Figure 1. M3 wires (run 1).
Scale: 4 px per um. Cells faint in the background.
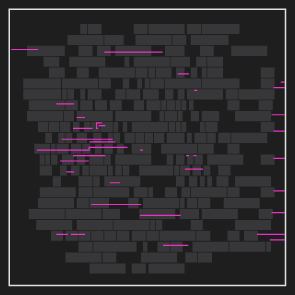
Figure 2. Cells colored by class (run 1).
Scale: 6 px per um.
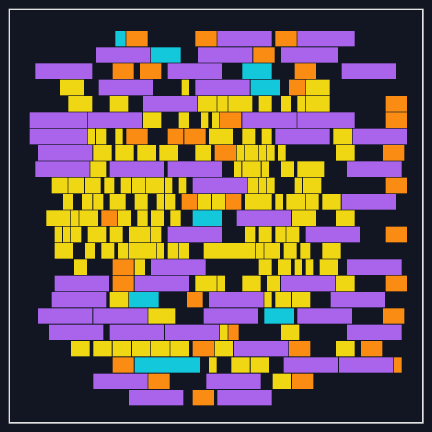
Figure 3. Cell sizes after repair (run 1).
Scale: 6 px per um.
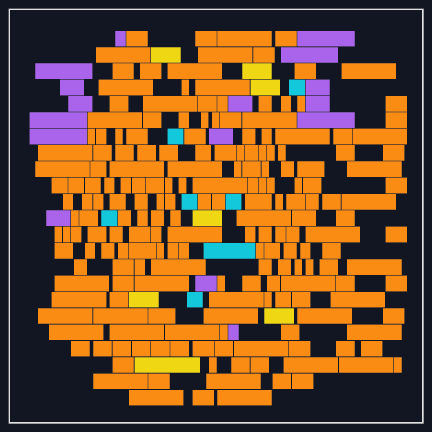
Figure 4. Where the registers sit (run 1).
Scale: 6 px per um.
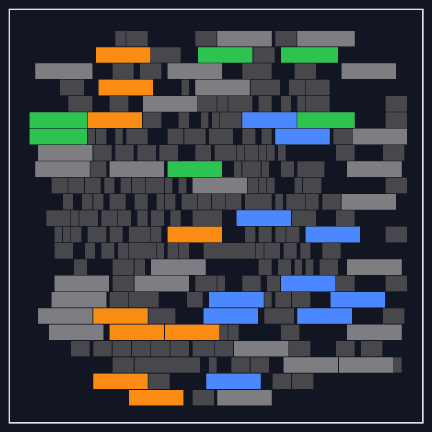
## config.mk

```make
export PLATFORM = sky130hd
export DESIGN_NAME = vga_timing_gen
export DESIGN_NICKNAME = d
export VERILOG_FILES = /design/src/rtl/vga_timing_gen.sv
export SDC_FILE = /design/constraint.sdc
export NUM_CORES = 1
export LEC_CHECK = 0
export CORE_MARGIN = 2
export CORE_UTILIZATION = 54
export DETAILED_ROUTE_END_ITERATION = 8
export PLACE_DENSITY = 0.78
export RECOVER_POWER = 25
export REMOVE_ABC_BUFFERS = 1
export SYNTH_ARGS = -nofsm -noshare
export SYNTH_HDL_FRONTEND = slang
export SYNTH_SLANG_ARGS = --single-unit
```

## constraint.sdc

```tcl
create_clock -name pxclk -period 2.4 [get_ports pxclk]
set_input_delay 0.36 -clock pxclk [delete_from_list [all_inputs] [get_ports pxclk]]
set_output_delay 0.36 -clock pxclk [all_outputs]
set_load 0.02 [all_outputs]
```

## src/rtl/vga_timing_gen.sv

```systemverilog
// vga_timing_gen: parametrised VGA sync/de/address generator with address lookahead and pixel scaling.
// Define VGA_TIMING_FRAME_COUNT_EN to add the frame_count output.
module vga_timing_gen #(
    parameter int PIXEL_WIDTH   = 640,
    parameter int PIXEL_HEIGHT  = 480,
    parameter int H_FRONT_PORCH = 16,
    parameter int H_SYNC_PULSE  = 96,
    parameter int H_BACK_PORCH  = 48,
    parameter int V_FRONT_PORCH = 10,
    parameter int V_SYNC_PULSE  = 2,
    parameter int V_BACK_PORCH  = 33,
    parameter bit H_SYNC_POL    = 1'b0,
    parameter bit V_SYNC_POL    = 1'b0,
    parameter int ADDR_LEAD     = 2,
    parameter int SCALE_SHIFT   = 0
) (
    input  logic                                          pxclk,
    input  logic                                          rst_n,
    input  logic                                          en,
    output logic                                          hsync,
    output logic                                          vsync,
    output logic                                          de,
    output logic [$clog2(PIXEL_WIDTH >> SCALE_SHIFT)-1:0] xaddr,
    output logic [$clog2(PIXEL_HEIGHT >> SCALE_SHIFT)-1:0] yaddr,
    output logic                                          addr_valid,
    output logic                                          line_start,
    output logic                                          frame_start,
    output logic                                          vblank
`ifdef VGA_TIMING_FRAME_COUNT_EN
    ,
    output logic [15:0]                                   frame_count
`endif
);
    localparam int H_TOTAL = PIXEL_WIDTH + H_FRONT_PORCH + H_SYNC_PULSE + H_BACK_PORCH;
    localparam int V_TOTAL = PIXEL_HEIGHT + V_FRONT_PORCH + V_SYNC_PULSE + V_BACK_PORCH;
    localparam int HW = $clog2(H_TOTAL);
    localparam int VW = $clog2(V_TOTAL);
    localparam int XW = $clog2(PIXEL_WIDTH >> SCALE_SHIFT);
    localparam int YW = $clog2(PIXEL_HEIGHT >> SCALE_SHIFT);
    localparam logic [HW-1:0] H_ACT   = HW'(PIXEL_WIDTH);
    localparam logic [HW-1:0] H_SYNC0 = HW'(PIXEL_WIDTH + H_FRONT_PORCH);
    localparam logic [HW-1:0] H_SYNC1 = HW'(PIXEL_WIDTH + H_FRONT_PORCH + H_SYNC_PULSE);
    localparam logic [HW-1:0] H_LAST  = HW'(H_TOTAL - 1);
    localparam logic [VW-1:0] V_ACT   = VW'(PIXEL_HEIGHT);
    localparam logic [VW-1:0] V_SYNC0 = VW'(PIXEL_HEIGHT + V_FRONT_PORCH);
    localparam logic [VW-1:0] V_SYNC1 = VW'(PIXEL_HEIGHT + V_FRONT_PORCH + V_SYNC_PULSE);
    localparam logic [VW-1:0] V_LAST  = VW'(V_TOTAL - 1);
    localparam logic [2:0]    SYNC_IDLE = {~H_SYNC_POL, ~V_SYNC_POL, 1'b0};

    if (H_FRONT_PORCH < 1 || H_SYNC_PULSE < 1 || H_BACK_PORCH < 1 ||
        V_FRONT_PORCH < 1 || V_SYNC_PULSE < 1 || V_BACK_PORCH < 1) begin : g_bad_porch
        $fatal(1, "vga_timing_gen: porch and sync widths must be >= 1");
    end
    if (ADDR_LEAD < 0 || ADDR_LEAD > 7 || SCALE_SHIFT < 0 || SCALE_SHIFT > 2) begin : g_bad_range
        $fatal(1, "vga_timing_gen: ADDR_LEAD must be 0..7 and SCALE_SHIFT 0..2");
    end
    if ((PIXEL_WIDTH % (1 << SCALE_SHIFT)) != 0 || (PIXEL_HEIGHT % (1 << SCALE_SHIFT)) != 0) begin : g_bad_scale
        $fatal(1, "vga_timing_gen: active size must be divisible by the scale factor");
    end

    logic [HW-1:0] h_q, h_d;
    logic [VW-1:0] v_q, v_d;
    logic          act_d, ls_d, fs_d, vb_d;
    logic [XW-1:0] x_d;
    logic [YW-1:0] y_d;
    logic [2:0]    sync_d;
    logic          act_q, ls_q, fs_q, vb_q;
    logic [XW-1:0] x_q;
    logic [YW-1:0] y_q;
    logic [2:0]    sync_q [ADDR_LEAD+1];

    always_comb begin
        h_d    = (h_q == H_LAST) ? '0 : h_q + 1'b1;
        v_d    = (h_q != H_LAST) ? v_q : (v_q == V_LAST) ? '0 : v_q + 1'b1;
        act_d  = (h_q < H_ACT) && (v_q < V_ACT);
        x_d    = act_d ? XW'(h_q >> SCALE_SHIFT) : '0;
        y_d    = act_d ? YW'(v_q >> SCALE_SHIFT) : '0;
        ls_d   = h_q == '0;
        fs_d   = ls_d && (v_q == '0);
        vb_d   = v_q >= V_ACT;
        sync_d = {(h_q >= H_SYNC0 && h_q < H_SYNC1) ? H_SYNC_POL : ~H_SYNC_POL,
                  (v_q >= V_SYNC0 && v_q < V_SYNC1) ? V_SYNC_POL : ~V_SYNC_POL,
                  act_d};
    end

    // sync_q[0] shares the address-stage register; the rest form the lookahead delay
    always_ff @(posedge pxclk or negedge rst_n) begin
        if (!rst_n) begin
            h_q    <= '0;
            v_q    <= '0;
            act_q  <= 1'b0;
            x_q    <= '0;
            y_q    <= '0;
            ls_q   <= 1'b0;
            fs_q   <= 1'b0;
            vb_q   <= 1'b0;
            for (int i = 0; i <= ADDR_LEAD; i++) sync_q[i] <= SYNC_IDLE;
        end else if (en) begin
            h_q       <= h_d;
            v_q       <= v_d;
            act_q     <= act_d;
            x_q       <= x_d;
            y_q       <= y_d;
            ls_q      <= ls_d;
            fs_q      <= fs_d;
            vb_q      <= vb_d;
            sync_q[0] <= sync_d;
            for (int i = 1; i <= ADDR_LEAD; i++) sync_q[i] <= sync_q[i-1];
        end
    end

    assign {hsync, vsync, de} = sync_q[ADDR_LEAD];
    assign addr_valid  = act_q;
    assign xaddr       = x_q;
    assign yaddr       = y_q;
    assign line_start  = ls_q;
    assign frame_start = fs_q;
    assign vblank      = vb_q;

`ifdef VGA_TIMING_FRAME_COUNT_EN
    logic        seen_q;
    logic [15:0] fc_q;

    // the first frame after reset reports 0; later frames count up
    always_ff @(posedge pxclk or negedge rst_n) begin
        if (!rst_n) begin
            seen_q <= 1'b0;
            fc_q   <= '0;
        end else if (en && fs_d) begin
            seen_q <= 1'b1;
            if (seen_q) fc_q <= fc_q + 16'd1;
        end
    end

    assign frame_count = fc_q;
`endif
endmodule

```

==> summary.txt, run 1 <==
Entry: Yosys synthesis followed by OpenROAD place and route.

Yosys:
- Per the synthesis report, the XOR/XNOR share of the synthesized area is under 10%.
- The run gives the count of flip-flops with a built-in enable after synthesis as 0.
- The commonest cells after synthesis are dfrtp_1 (45), a22o_1 (19), nor2_1 (12).
- The run gives the dominant combinational cell family by area after synthesis as simple AND/OR/NAND/NOR gates.
- The run puts the post-synthesis adder-cell area fraction at 2.21%.
- Counting the warning lines in the Yosys log gives 0.
- The run puts the post-synthesis cell area at 2260 um2.
- Synthesis produced 195 cells.
- The synthesis report lists the most area-consuming cells as dfrtp_1 (50%), a22o_1 (7.4%), dfstp_2 (7.0%).
- The run gives the top flip-flop cell by instance count after synthesis as dfrtp_1.
- The run gives the post-synthesis cell count from yosys as 195.
- The run puts the distinct cell type count of the synthesized netlist at 36.
- The run gives the most common cell in the netlist as dfrtp_1.

Floorplanning:
- According to the floorplan report, the die width is around 70 um.
- At the floorplan stage, the core utilization is reported as a little under three fifths.

Power and ir drop:
- The share of total power dissipated in combinational logic is a little over a tenth.
- The run gives the cell internal power dissipation as between 0.001 and 0.0015 W.
- Per report_power, the top consumer among the power groups is registers.
- The run puts the worst-case vdd ir drop at 0.000391 V.
- The run puts the power attributed to combinational cells at 0.000198 W.
- The run puts the overall power after layout at 0.00182 W.
- The run puts the part of the power in the clock network at roughly a third.
- Registers are responsible for 55.4% of the overall power.
- The run gives the switching part of the total as a little over a quarter.
- For this design the ratio of total power to cell area is 673 nW/um2.
- The run gives the power spent charging and discharging nets as just under 0.0005 W.

Detailed routing:
- The run puts the total length of routed wires at approximately 4.7 mm.
- The run gives the per-cell via count in the routed design as 5.98.
- Summed over all nets, wire length on met2 after detailed routing comes to 2.41 mm.
- The final route contains 1,657 vias.
- The run gives the number of iterations in the first detailed-routing pass as 4.
- The run gives the routed wire length on met3 as 163 um.
- The count of nets left with antenna violations once routing finished came out at 0.

Worst setup path:
- The run puts the path length in cells of the critical path at 5.
- The slowest stage of the critical path belongs to the cell or3_1.
- The worst setup path is captured at a flip-flop.
- Walking the worst path, the cells encountered are ha_1 > nand4bb_1 > or3_1 > buf_4 > o41ai_1.
- The run gives the maximum fanout along the worst path as 6.
- The run gives the dominant delay contributor by cell family on the critical path as simple AND/OR/NAND/NOR gates.
- The run puts the data required time at the worst endpoint at about 2.6 ns.
- In this run the register-to-register setup slack is 0.39 ns.
- The run gives the capture point of the worst path as v_q[8].
- The run gives the type of origin of the critical path as a flip-flop.

Global routing:
- The run gives the number of global-route vias before repair as roughly 1.6k.
- The run puts the global-route met1 utilization at between 20% and 30%.
- The run puts the first-pass GRT wire length at 7.71 mm.
- The run puts the pin count of the biggest net entering global routing at 28.
- The global route stage reports its total congestion overflow as 0.
- Global routing put the most usage on met2.

Placed design:
- The buffer_ports step reported a buffer count of 28.
- The final weighted congestion recorded by global placement is 0.946.
- The run puts the cell area after placement at 2600 um2.
- The run gives the sum of net half-perimeters after detailed placement as 3.32 mm.
- The number of placed instances, taps included, is 269.

Finish:
- The run puts the count of clock-net buffers in the final layout at 6.
- The repair_antennas step left the layout with diodes totalling 0.
- Sequential cells placed in the final layout were counted as 51.
- The run gives the proportion of cell area spent on the clock network as 4.35%.
- The run gives the net total in the final layout as 233.
- The layout summary lists the proportion of cells stronger than drive strength 1 as a little over an eighth.
- According to the cell report, the number of logic gates is 124.
- The run puts the post-layout instance count excluding filler cells at 277.
- Leaving out fill and tap cells, the most frequent cell in the layout is dfrtp_1.
- The fraction of cell area in multi-input combinational cells is reported as 32.7%.
- The run gives the area of the multi-input gates as 883 um2.
- The run puts the number of filler instances in the final layout at 298.
- The class occupying the most area after layout is reported as flip-flops and latches.

STA:
- Setup repair after global routing left no endpoint under its margin.
- In the final run the clock tree shows a worst skew of ~0.011 ns.
- The tightest hold path in the finished design has a slack of 0.315 ns.
- In the final timing run, aggregate negative setup slack is 0 ns.
- For this run, the final setup violation count is recorded as 0.
- Per the final timing report, the hold violations number 0.
- The run gives the final tally of max-slew violations as 0.
- The run puts the transition at the pin with the smallest max-transition slack at 1.31 ns.
- The run gives the final period demand of the worst path as roughly 2 ns.

Clocking:
- The run gives the count of clock tree sinks as 51.
- The run puts the source-to-sink clock delay at the later pin of the worst-skew pair at 0.31 ns.
- The longest clock path from root to sink contains 2 buffers.
- The run puts the total clock buffers created by CTS at 5.
- TritonCTS built the clock tree.
- CTS placed an instance of clkbuf_8 at the clock tree root.
- The run puts the number of H-tree levels at 2.

Job:
- The run puts the max-cap check violation count at 0.
- The run puts the total number of warnings across the stage logs at 27.

Run status:
- The run finished with clean final reports.

Hold path:
- According to the hold report, the worst path is of the input port to asynchronous set/reset pin type.
About Figure 1:
longest straight run	14.3 um
share of all routed wire	3.5%
nets with wire on the layer	27
wire length on this layer	164 um

About Figure 2:
color	class	cells
orange	other buffers and delay cells	35
purple	flip-flops	51
yellow	all other logic	133
cyan	clock drivers and dummy loads	8
final design utilization: 67.6%
sequential fraction of total cell area: 47.5%
Core Rows: 23
summed area of non-filler cells in the final layout: 2710 um2

About Figure 3:
color	size	cells	share
yellow	drive 6 and up	7	3.1%
purple	drive 2	16	7.0%
orange	drive 1 or less	197	87%
cyan	drive 3 to 4	7	3.1%
least setup slack across all paths after layout: 0.391 ns
synthesis-to-finish area growth: 19.7%
non-clock buffer instance count of the final layout: 35

About Figure 4:
color	signal	sequential cells
blue	h_q	10
green	sync_q	6
orange	yaddr	9
not colored	26
sequential standard cell area: 1280 um2
seq pwr: 0.00101 W

Figure 5. Placed standard cells (run 1).
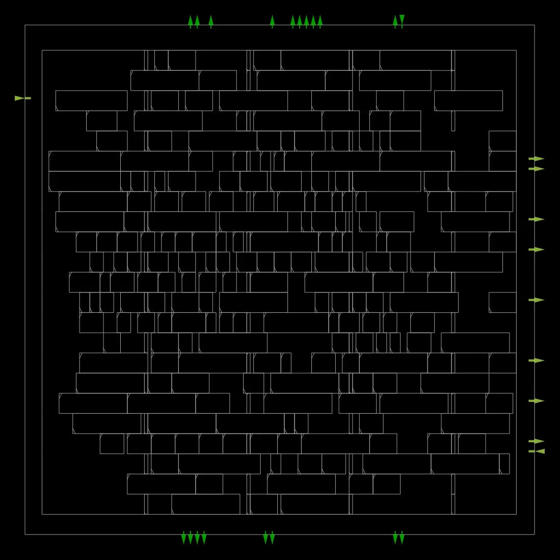

## Run 2: what changed since run 1
Settings changed: CORE_UTILIZATION 54 to 49, PLACE_DENSITY 0.78 to 0.75.
Clock period 2.4 ns to 1.7 ns, I/O delays scaled along.
Figure 6. Placed standard cells (run 2).
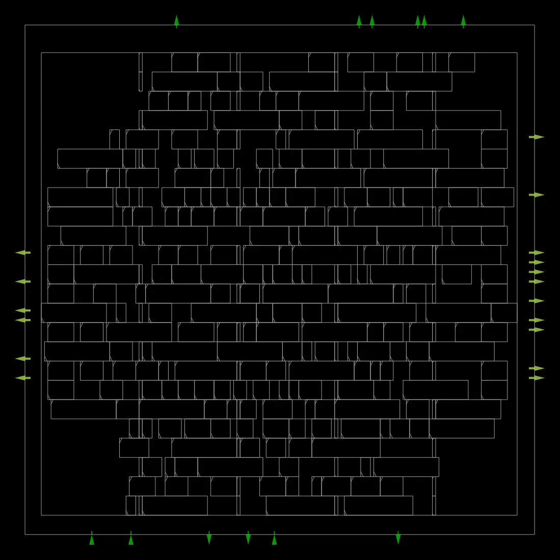
core footprint: 4380 um2
Flops: 51

Figure 7. Cells colored by class (run 2).
Scale: 6 px per um.
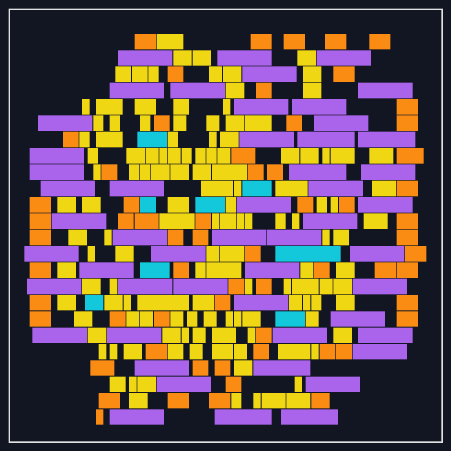
color	class	cells
purple	flip-flops	51
yellow	all other logic	133
cyan	clock drivers and dummy loads	8
orange	other buffers and delay cells	62
sequential fraction of total cell area: 42.8%
final design utilization: 68.4%
summed area of non-filler cells in the final layout: 3000 um2

==> summary.txt, run 2 <==
Entry: Yosys synthesis followed by OpenROAD place and route.

Yosys:
- The run gives the distinct cell type count of the synthesized netlist as 36.
- The synthesized netlist devotes 16.7% of its cell area to simple gates.
- In the Yosys report, the sequential cells make up a little under three fifths of the chip area.
- The run gives the post-synthesis adder-cell area fraction as 2.21%.
- The run puts the area fraction in compound gates after synthesis at 13.2%.
- The run gives the number of storage elements in the synthesis netlist as 51.
- dfrtp_1 is the most common cell in the netlist.
- The run puts the share of Yosys cell area claimed by the top area cell type at between 40% and 50%.
- In the Yosys report the total cell count is 195.
- Counting flops with a built-in enable in the synthesized netlist gives 0.
- dfrtp_1 takes more of the synthesized area than any other cell.
- The synthesis report lists the most area-consuming cells as dfrtp_1 (50%), a22o_1 (7.4%), dfstp_2 (7.0%).
- Per the post-synthesis report, the number of cells in the design is approximately 200.
- After synthesis, the largest family of logic cells by area is simple AND/OR/NAND/NOR gates.
- The run gives the area share of xor/xnor cells in the synthesized design as 3.49%.
- The synthesis report names the predominant flop master as dfrtp_1.
- The run puts the yosys stat chip area at 2260 um2.
- A synthesized cell averages 11.6 um2.
- The run gives the post-synthesis cell area as about 2300 um2.
- The run gives the async set-or-reset flop fraction in the synthesized netlist as 100%.
- The run gives the Yosys warning count as 0.
- Counting instances in the post-synthesis netlist gives the leading cell types as dfrtp_1 (45), a22o_1 (19), nor2_1 (12).

Clocking:
- The run gives the count of instances resized after the clock tree is built as 4.
- The clock passes through at most 2 buffers.
- The run puts the number of H-tree levels at 2.
- The run gives the source-to-sink clock delay at the later pin of the worst-skew pair as 0.31 ns.
- The cell sitting at the root of the clock tree is a clkbuf_8.
- The run puts the count of buffers added by post-CTS timing repair for setup at 1.
- The run gives the count of hold buffers inserted by post-cts repair as 1.
- For this design, the sink count on the clock tree is slightly above 50.
- TritonCTS built the clock tree.
- Counting the buffers created by CTS gives 5.

Detailed routing:
- The run gives the met2 wire length as between 2 and 2.5 mm.
- The run gives the detailed-routing wirelength on met1 as 2.17 mm.
- In this run the top signal layer used is met4.
- The run puts the via count at roughly 1.8k.
- The first TritonRoute pass finished after 4 iterations.
- The run gives the routed length per placed instance as 16.2 um.
- The run gives the routed wire length on met3 as 258 um.
- The run puts the count of nets left with antenna violations after detail routing at 0.
- The run gives the per-cell via count in the routed design as about 5.8.
- The script parses the final routing iteration and logs DRC violations as 0.
- The run gives the total length of routed wires as 4.96 mm.

Worst setup path:
- In this run the critical register-to-register path is captured at v_q[7].
- The run puts the signal arrival time at the worst endpoint at 1.88 ns.
- The worst setup path is launched from a flip-flop.
- At the worst endpoint, the required time is 1.90 ns.
- The run gives the worst reg2reg path depth as 5.
- Per STA, the startpoint of the critical path is h_q[0].
- The run puts the worst-case register-to-register setup slack at 0.01 ns.
- The run puts the maximum fanout along the worst path at 3.
- The run gives the critical path start-end classification as flip-flop to flip-flop.
- The run gives the path length in cells of the critical path as 5.
- The critical path's slowest stage uses the library cell or3_4.
- The script reports the combined buffer and inverter count of the critical path as 0.
- The run gives the worst flop-to-flop path startpoint as h_q[0].
- Per STA, the worst path is made up of ha_2 > nand4bb_1 > or3_4 > nor3_4 > mux2_4.
- The worst setup path is captured at a flip-flop.
- The run gives the dominant delay contributor by cell family on the critical path as simple AND/OR/NAND/NOR gates.
- The run gives the capture point of the worst path as v_q[7].
- The run gives the longest individual stage delay on the worst path as 0.44 ns.

Global routing:
- The run gives the number of antenna violations at the first check in global routing as 0.
- The global routing report lists met2 layer usage as a little under a third.
- In the global route stage, met3 resource usage came out at 3.33%.
- The run gives the first-pass GRT wire length as 8.26 mm.
- The run gives the layer with the highest usage after global routing as met2.
- Recorded from the global router log, the overflow total was 0.
- The run puts the global-route met1 utilization at 30.8%.
- The global routing report lists combined usage of all routing layers as between 20 and 25%.
- The run puts the number of global-route vias before repair at 1,632.
- The run puts the pin count of the biggest net entering global routing at 34.

STA:
- The run gives the final tally of max-slew violations as 0.
- The run gives the worst clock skew as 0.00863 ns.
- The run gives the total negative slack as 0 ns.
- Per the slew report, the remaining headroom to the max-slew limit stands at between 30% and 40%.
- The run gives the number of failing setup endpoints in the final timing report as 0.
- For reference, the final report shows the hold violation count at 0.
- The run puts the transition at the pin with the smallest max-transition slack at 1.02 ns.
- On the final layout, the worst hold slack is 0.498 ns.
- Across all setup checks in the final design, the least slack found is 0.0146 ns.
- The clock period could shrink to between 1.5 and 2 ns.
- The run puts the highest attainable clock frequency at slightly below 600 MHz.
- Setup repair after global routing could not meet its margin everywhere.

Placed design:
- The run puts the cell area after placement at approximately 2800 um2.
- The run gives the final estimated routing congestion in global placement as 0.907.
- The run puts the total instance count after detailed placement at 296.
- The run puts the sum of net half-perimeters after detailed placement at 3.41 mm.
- In this run the tool buffered the top-level ports with 28 buffer cells.
- Timing analysis after detailed placement gives a worst setup slack of -0.239 ns.

Finish:
- The run gives the post-layout instance count excluding filler cells as 306.
- The run gives the final antenna diode count as 0.
- The run puts the fraction of layout cells with a size suffix above 1 at a little over a quarter.
- The run gives the proportion of cell area spent on the clock network as ~3.8%.
- Of the total standard cell area in the layout, the multi-input combinational portion is 31.9%.
- At the end of the flow, the number of nets in the layout was roughly 260.
- The top cell type in the final layout, fill and taps aside, is dfrtp_1.
- The run gives the count of clock-net buffers in the final layout as 5.
- The run puts the layout buffering overhead excluding clock cells at 18.2%.
- The run gives the cell kind with the greatest summed area as flip-flops and latches.
- The run puts the total of plain and repair buffers excluding clock buffers at 62.
- The run puts the layout overhead on the synthesized area at 32.7%.
- In the layout the commonest cells are dfrtp_1 (45), buf_4 (30), clkdlybuf4s50_1 (25).
- Multi-input combinational cells in the finished layout were counted as 124.
- The run gives the combined flip-flop and latch cell area as 1280 um2.
- The filler cells instantiated in the layout total 333.
- Summing all multi-input logic gate instances after layout gives 956 um2.
- The final layout report lists a non-clock inverter count of 9.

Power and ir drop:
- The run gives the sequential-cell power consumption as 0.00134 W.
- IR analysis of the VDD net gives a maximum drop of between 0.0005 and 0.0006 V.
- The run gives the power dissipated in the clock network as 0.000855 W.
- The run gives the power attributed to combinational cells as 0.000546 W.
- The run puts the fraction of power consumed by sequential logic at 48.9%.
- The analysis attributes to cell leakage a power of about 1.4 nW.
- In the power breakdown, the biggest contributor is registers.
- The run gives the cell internal power dissipation as 0.00198 W.
- The run gives the power per cell area as 914 nW/um2.
- The run puts the fraction of power consumed by combinational cells at 19.9%.
- Looking at the power breakdown, the clock network takes between 30 and 40% of the total.
- The run gives the power spent charging and discharging nets as 0.000763 W.
- The run gives the overall power after layout as 0.00274 W.
- The run puts the switching part of the total at 27.8%.

Floorplanning:
- Before placement the cells fill 51.5% of the core.
- The run puts the I/O pin total at 29.
- The run puts the width of the die at 71.9 um.
- The run puts the number of tap instances at 52.
- The run puts the height of the die at roughly 72 um.
- The run gives the area of the die as roughly 5200 um2.
- The run gives the number of placement rows as 24.

Hold path:
- The type recorded for the worst min-delay path is flip-flop to flip-flop.
- The report gives the cell count of the worst hold path as 2.
- Looking at the hold checks, the worst path lands on sync_q[8].

Job:
- The run puts the max-cap check violation count at 0.
- The run gives the total number of warnings across the stage logs as 29.

Run status:
- The run finished with clean final reports.
Figure 8. Cell sizes after repair (run 2).
Scale: 4 px per um.
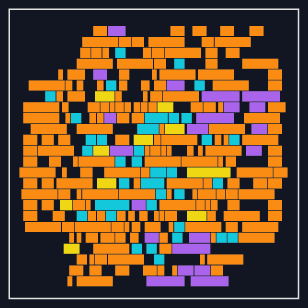

## Run 3: what changed since run 2
Settings changed: CORE_UTILIZATION 49 to 58, PLACE_DENSITY 0.75 to 0.83.
Clock period 1.7 ns to 2.1 ns, I/O delays scaled along.
Figure 9. Cell sizes after repair (run 3).
Scale: 6 px per um.
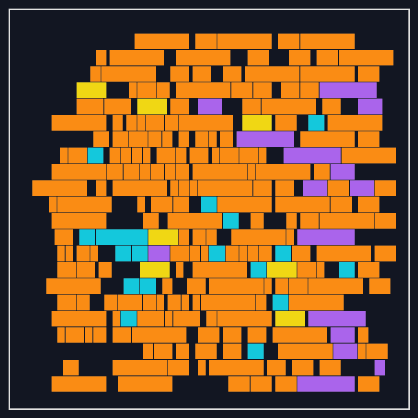
color	size	cells	share
orange	drive 1 or less	196	83%
purple	drive 2	15	6.4%
cyan	drive 3 to 4	17	7.2%
yellow	drive 6 and up	7	3.0%

==> summary.txt, run 3 <==
Entry: Yosys synthesis followed by OpenROAD place and route.

Run status:
- The run finished with clean final reports.

Detailed routing:
- The run puts the per-cell via count in the routed design at around 6.
- The run gives the routed wire length on met3 as between 200 and 300 um.
- The run gives the met2 wire length as 2.48 mm.
- Detailed routing inserted a total of 1,748 vias.
- The run puts the total length of routed wires at approximately 5 mm.
- The run gives the routed length per placed instance as 17.7 um.
- The run puts the number of remaining DRC errors at 0.
- After detailed routing, no signal wire sits above met4.
- The run gives the number of iterations in the first detailed-routing pass as 4.
- The run gives the detailed-routing wirelength on met1 as 2.16 mm.

Finish:
- The run puts the layout overhead on the synthesized area at 21.8%.
- Counting the inverters off the clock network in the layout gives 9.
- The run puts the number of multi-input combinational cells at ~120.
- The run gives the count of clock-net buffers in the final layout as 7.
- In the layout the commonest cells are dfrtp_1 (45), clkdlybuf4s50_1 (27), a22o_1 (19).
- The run puts the area of the multi-input gates at ~880 um2.
- Per the final layout report, the fraction of cells sized above drive strength 1 comes to 16.6%.
- The run gives the fraction of area in multi-input gates as 32.1%.
- The final layout contains a sequential cell count of between 50 and 60.
- The run gives the proportion of cell area spent on the clock network as 3.77%.
- Counting only logic cells after layout, the most numerous master is dfrtp_1.
- The run puts the layout buffering overhead excluding clock cells at 14.1%.
- The run gives the combined flip-flop and latch cell area as ~1300 um2.
- The run puts the cell area after layout at between 2000 and 3000 um2.
- 0 antenna diodes ended up in the layout.
- The final layout report lists a filler cell count of 239.
- The run puts the post-layout instance count excluding filler cells at 283.
- The run puts the net total in the final layout at roughly 240.
- The run gives the cell kind with the greatest summed area as flip-flops and latches.

STA:
- The run gives the number of failing setup endpoints in the final timing report as 0.
- The run puts the total negative slack at 0 ns.
- The run gives the final tally of max-slew violations as 0.
- The run puts the highest attainable clock frequency at ~500 MHz.
- The run gives the count of endpoints failing hold in the final timing report as 0.
- The slew check shows that the tightest pin keeps a relative margin of 34.3%.
- The run puts the worst clock skew at 0.00457 ns.
- The run puts the setup slack after layout at approximately 0.11 ns.
- The run gives the worst hold margin as 0.162 ns.
- The worst path needs 1.99 ns of the cycle, external delays included.
- The run puts the transition at the pin with the smallest max-transition slack at 0.985 ns.
- Setup repair after global routing left no endpoint under its margin.

Clocking:
- The run puts the count of buffers added by post-CTS timing repair for setup at 0.
- The run puts the number of H-tree levels at 2.
- The tree is rooted in a clkbuf_8.
- The run gives the count of hold buffers inserted by post-cts repair as 0.
- The run gives the clock tree buffer depth as 2.
- The run puts the total clock buffers created by CTS at 5.
- Post-CTS repair changed the size of 0 cells.
- The skew report gives the latency at the later pin of the worst-skew pair as ~0.30 ns.
- The run gives the CTS tree as built.
- The run gives the count of clock tree sinks as just over 50.

Global routing:
- The run puts the leftover overflow at the end of global routing at 0.
- The run gives the met2 track utilization from global routing as 41.6%.
- The run gives the pin count of the biggest net entering global routing as 43.
- The run puts the number of antenna violations at the first check in global routing at 0.
- The run puts the global router's overall resource usage at about 24%.
- The first global-routing pass estimated 7.98 mm of wire.
- Global routing used 31.5% of the available met1 tracks.
- The layer flagged by global routing as most heavily used is met2.

Worst setup path:
- The OpenROAD report gives the critical path a data arrival time of 2.18 ns.
- The run puts the path length in cells of the critical path at 5.
- The run gives the worst-case register-to-register setup slack as 0.11 ns.
- The critical path contains buffers and inverters numbering 0 combined.
- STA lists the maximum fanout along the critical path as 5.
- The timing report gives the biggest stage delay along the critical path as 0.44 ns.
- The run gives the capture point of the worst path as v_q[7].
- The report lists the cells along the critical path as ha_1 > nand4bb_1 > or3_1 > nor3_1 > mux2_2.
- The worst setup path is launched from a flip-flop.
- The capture point of the worst register-to-register path is recorded as v_q[7].
- The worst register-to-register path has a depth of 5.
- In this run the worst setup path begins at h_q[0].
- The run gives the capturing element type of the critical path as a flip-flop.
- Looking at the setup timing report, the critical path kind is flip-flop to flip-flop.
- The timing report attributes the biggest portion of critical-path delay to simple AND/OR/NAND/NOR gates.
- The startpoint identified for the worst register-to-register timing path is h_q[0].
- The run gives the data required time at the worst endpoint as between 2 and 2.5 ns.

Power and ir drop:
- The run puts the cell internal power dissipation at 0.00148 W.
- The run gives the fraction of power consumed by sequential logic as 53.9%.
- The highest supply drop recorded on VDD is 0.000531 V.
- The run gives the power spent charging and discharging nets as ~0.00058 W.
- The run gives the power dissipated in the clock network as 0.000611 W.
- The completed layout was analyzed and its total power is 0.00206 W.
- The clock network is responsible for 29.6% of the overall power.
- The run gives the power per cell area as 750 nW/um2.
- The dominant power group in this design is registers.
- Per the OpenROAD power report, leakage power amounts to 1.31 nW.
- Of the total power, the share spent switching nets is 28.1%.
- The combinational power reported by the tool is 0.000341 W.
- The run puts the fraction of power consumed by combinational cells at approximately 17%.

Yosys:
- For reference, full adder, half adder and majority cells occupy 2.21% of the area reported after synthesis.
- Sequential cells were found to cover 56.8% of the synthesized design area.
- The commonest cells after synthesis are dfrtp_1 (45), a22o_1 (19), nor2_1 (12).
- The run gives the gate count after technology mapping as 195.
- The run gives the simple-gate share of the synthesized area as 16.7%.
- The run gives the count of flip-flops with a built-in enable after synthesis as 0.
- Sorting the Yosys area breakdown by cell type puts at the top dfrtp_1.
- In this run, distinct cell masters in the synthesized netlist total 36.
- The run gives the top flip-flop cell by instance count after synthesis as dfrtp_1.
- Among the non-sequential cells, simple AND/OR/NAND/NOR gates take the most area.
- The run puts the area fraction in compound gates after synthesis at 13.2%.
- For this run, asynchronously set or reset flops after synthesis account for 100%.
- The top cell type by area accounts for 49.8% of the synthesized area.
- The run gives the Yosys warning count as 0.
- The run puts the post-synthesis area per instance at 11.6 um2.
- Sorting the synthesized cells by area gives the leading types as dfrtp_1 (50%), a22o_1 (7.4%), dfstp_2 (7.0%).
- The run gives the most common cell in the netlist as dfrtp_1.
- The run gives the number of storage elements in the synthesis netlist as 51.
- The run puts the yosys stat chip area at 2260 um2.
- The run puts the post-synthesis cell count from yosys at 195.

Job:
- In this run the tools logged warnings totalling 27.
- The run gives the max-cap check violation count as 0.

Floorplanning:
- The region available for standard cell placement spans 3720 um2.
- At the floorplan stage, the core utilization is reported as roughly 61%.
- The run puts the I/O pin total at 29.
- The run gives the area of the die as 4410 um2.
- The run gives the width of the die as 66.4 um.
- The floorplan step set the die height to approximately 66 um.
- During tapcell insertion the tool placed 48 well taps.
- The run gives the number of placement rows as 22.

Hold path:
- The worst hold path belongs to the class input port to asynchronous set/reset pin.

Placed design:
- The run gives the cell area after placement as roughly 2600 um2.
- Port buffering added 28 buffers.
- The run puts the sum of net half-perimeters after detailed placement at 3.57 mm.
- The run gives the worst setup timing slack at the placement stage as -0.00792 ns.
Figure 10. Where the registers sit (run 3).
Scale: 6 px per um.
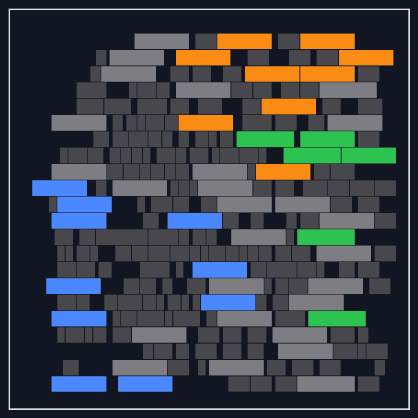
color	signal	sequential cells
green	sync_q	6
blue	h_q	10
orange	yaddr	9
not colored	26
final design utilization: 74.1%
sequential fraction of total cell area: 46.6%
seq pwr: 0.00111 W

Power figures rest on the tool's default switching activity, not on a simulated workload.
